===== config.mk =====
export PLATFORM = sky130hd
export DESIGN_NAME = fifo_drain_proc
export DESIGN_NICKNAME = d
export VERILOG_FILES = /design/src/rtl/fifo_drain_proc.sv
export SDC_FILE = /design/constraint.sdc
export NUM_CORES = 1
export LEC_CHECK = 0
export CAP_MARGIN = 20
export CORE_MARGIN = 4
export CORE_UTILIZATION = 40
export CTS_CLUSTER_DIAMETER = 50
export CTS_CLUSTER_SIZE = 8
export DETAILED_ROUTE_END_ITERATION = 6
export SYNTH_ARGS = -nofsm -noshare
export SYNTH_HDL_FRONTEND = slang
export SYNTH_SLANG_ARGS = --single-unit

===== constraint.sdc =====
create_clock -name clk -period 2.65 [get_ports clk]
set_input_delay 0.53 -clock clk [delete_from_list [all_inputs] [get_ports clk]]
set_output_delay 0.53 -clock clk [all_outputs]
set_load 0.005 [all_outputs]

===== src/rtl/fifo_drain_proc.sv =====
// fifo_drain_proc: pops words from a registered-read FIFO, holds each for PROC_CYCLES, then accumulates and pulses done.
// Optional parity check on the popped word is enabled with `define FIFO_DRAIN_PARITY_CHK_EN.
module fifo_drain_proc #(
    parameter int DATA_W      = 8,
    parameter int ACC_W       = 16,
    parameter int PROC_CYCLES = 4
) (
    input  logic              clk,
    input  logic              rst,
    input  logic              fifo_empty,
    input  logic [DATA_W-1:0] fifo_rd_data,
`ifdef FIFO_DRAIN_PARITY_CHK_EN
    input  logic              fifo_rd_par,
    output logic              parity_err,
`endif
    output logic              fifo_rd_en,
    input  logic              acc_clr,
    output logic [ACC_W-1:0]  result_out,
    output logic [7:0]        word_count,
    output logic              busy,
    output logic              processing_done
);
    typedef enum logic [2:0] {IDLE, READ, CAPTURE, PROCESS, DONE} state_t;
    state_t state, next_state;
    logic [DATA_W-1:0] word_reg;
    logic [7:0]        cnt;
    logic [ACC_W-1:0]  acc_next;

    always_ff @(posedge clk or negedge rst) begin
        if (!rst) state <= IDLE;
        else      state <= next_state;
    end

    always_comb begin
        next_state = state == IDLE    ? (fifo_empty ? IDLE : READ) :
                     state == READ    ? CAPTURE :
                     state == CAPTURE ? PROCESS :
                     state == PROCESS ? (cnt == 8'd0 ? DONE : PROCESS) : IDLE;
    end

    always_comb begin
        fifo_rd_en      = state == READ;
        busy            = state != IDLE;
        processing_done = state == DONE;
    end

    // result_out doubles as the accumulator; a clear in DONE restarts it from the current word
    assign acc_next = (acc_clr ? '0 : result_out) + ACC_W'(word_reg);

    always_ff @(posedge clk or negedge rst) begin
        if (!rst) begin
            word_reg   <= '0;
            cnt        <= '0;
            result_out <= '0;
            word_count <= '0;
        end else begin
            if (state == CAPTURE) word_reg <= fifo_rd_data;
            if (state == CAPTURE) cnt <= 8'(PROC_CYCLES - 1);
            else if (state == PROCESS) cnt <= cnt - 8'd1;
            if (state == DONE) result_out <= acc_next;
            else if (acc_clr) result_out <= '0;
            if (state == DONE) word_count <= word_count + 8'd1;
        end
    end

`ifdef FIFO_DRAIN_PARITY_CHK_EN
    always_ff @(posedge clk or negedge rst) begin
        if (!rst) parity_err <= 1'b0;
        else      parity_err <= (parity_err & ~acc_clr) | (state == CAPTURE && (^{fifo_rd_data, fifo_rd_par}));
    end
`endif
endmodule

### Signal wires by layer

Scale: 3 px per um.
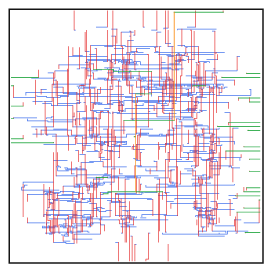
M4 -> orange  # wire length 68.7 um
M2 -> red  # wire length 2,210 um
M1 -> blue  # wire length 2,350 um
M3 -> green  # wire length 234 um
average wire per standard cell: 13.6 um
GRT Overall Usage: 14.9%
detailed-route via count: 1,819
WL final: 4870 um

### Congestion heat map

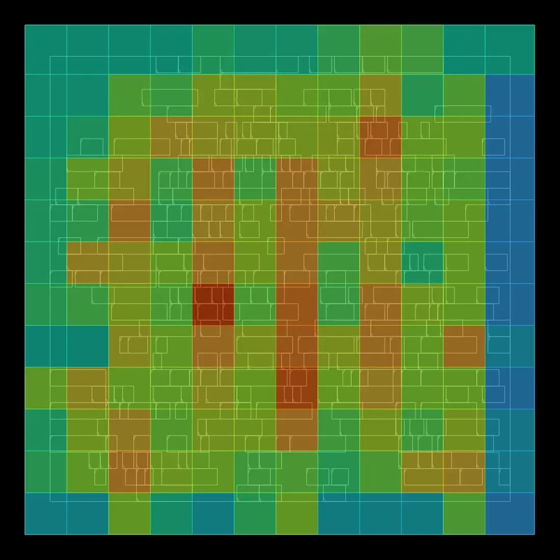
global routing usage on met2: 23.2%
M1 GR Usage: 19.9%
global route hottest layer: met2

### Where the registers sit

Scale: 3 px per um. Other sequential cells in the stronger grey, the rest of the logic in the fainter grey.
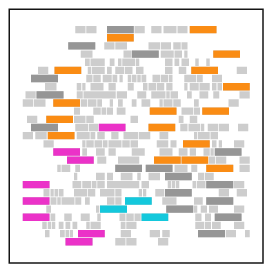
cnt -> magenta  # flops 8
state -> cyan  # flops 3
result_out -> orange  # flops 16
not coloured = 16

==> impl_metrics.env <==
# flow metrics
export IMPL_crit_fanout=14
export IMPL_startpoint_type="flip-flop"
export IMPL_slew_limit_headroom_pct=65.3
export IMPL_chip_area_sq_mm=0.00706
export IMPL_maxUsedRoutingLayer="met4"
export IMPL_grt_setup_unrepaired="no"
export IMPL_place_ws_ns=-0.315
export IMPL_setup_tns_ns=0
export IMPL_required_ns=2.12
export IMPL_simple_gate_share_pct=18.2
export IMPL_startpoint="state[0]"
export IMPL_hpwlAfterDp_um=3710
export IMPL_grt_overflow=0
export IMPL_fmax_mhz=426
export IMPL_most_common_layout_cells="dfrtp_1 (43), clkdlybuf4s50_1 (36), nand2_1 (23), buf_4 (21), o21ai_0 (14)"
export IMPL_period_minus_slack_ns=2.34
export IMPL_drv_slew=0
export IMPL_outcome="finished, final reports clean"
export IMPL_drtIter0Drc=38
export IMPL_crit_chain="nor2_1 -> nand2_1 -> inv_2 -> clkdlybuf4s50_1"
export IMPL_rrSetupSlack_ns=0.42
export IMPL_grt_pass1_vias=1833
export IMPL_cts_tree="done"
export IMPL_final_setup_skew_ns=0.00419
export IMPL_worst_path_stages=4
export IMPL_synthCells=225
export IMPL_most_common_cell="dfrtp_1"
export IMPL_irDropWorstVdd_uv=460
export IMPL_post_cts_setup_buffer_count=0
export IMPL_drv_cap=0
export IMPL_wl_met1_um=2350
export IMPL_largest_area_cell="dfrtp_1"
export IMPL_ys_sh_aoi_pct=13.3
export IMPL_regMostFlops="result_out"
export IMPL_drc=0
export IMPL_floorplan_nets=249
export IMPL_yosys_stat_area_sq_mm=0.00231
export IMPL_ys_types=47
export IMPL_seq_power_share_pct=41.4
export IMPL_p_per_area_mw_per_mm2=737
export IMPL_power_uw=2250
export IMPL_warning_count=27
export IMPL_yosysTopAreaCellShare_pct=46.5
export IMPL_crit_type="flip-flop to primary output"
export IMPL_layout_nets=309
export IMPL_cp_slowest_cell="clkdlybuf4s50_1"
export IMPL_top_cells_by_count="dfrtp_1 (43), nand2_1 (23), o21ai_0 (14)"
### Clock wires, drivers and flops

Scale: 4 px per um.
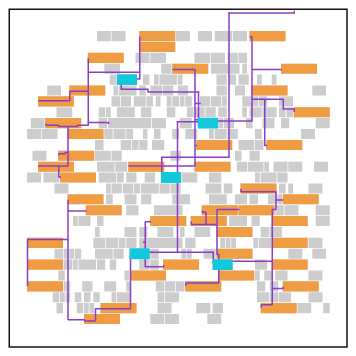
flip-flops -> orange  # count 43
clock wires -> purple  # length 598 um
clock-net drivers -> cyan  # count 5
flops lie = widely spread
routed clock nets = 6

### M3 wires

Scale: 3 px per um.
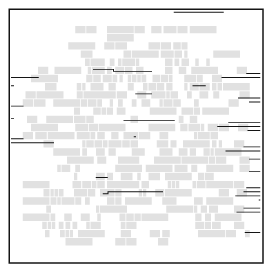
main direction = horizontal
nets with wire on the layer = 28
longest straight run = 18.2 um
M3 GR Usage: 4.15%

## cell type report
cell class,instances,share of cell area [%]
Multi-Input combinational cell,170,39.1
Sequential cell,43,35.2
Timing Repair Buffer,59,17.5
Tap cell,72,2.95
Clock buffer,5,2.25
Clock inverter,3,2.21
Inverter,6,0.737
## per-stage QoR
stage / instance area, sq um / cells
global placement: 2910 / 350
detailed placement: 2910 / 350
finish: 3050 / 358
CTS: 3050 / 358
floorplan: 2310 / 225
global route: 3050 / 358
## power groups by stage
stage	clock, uW	sequential, uW	combinational, uW
2_1_floorplan	0	898	486
3_3_place_gp	0	942	690
3_5_place_dp	0	945	712
4_1_cts	633	934	716
5_1_grt	653	959	803
6_report	612	932	706
Power and IR drop assume default switching activity.
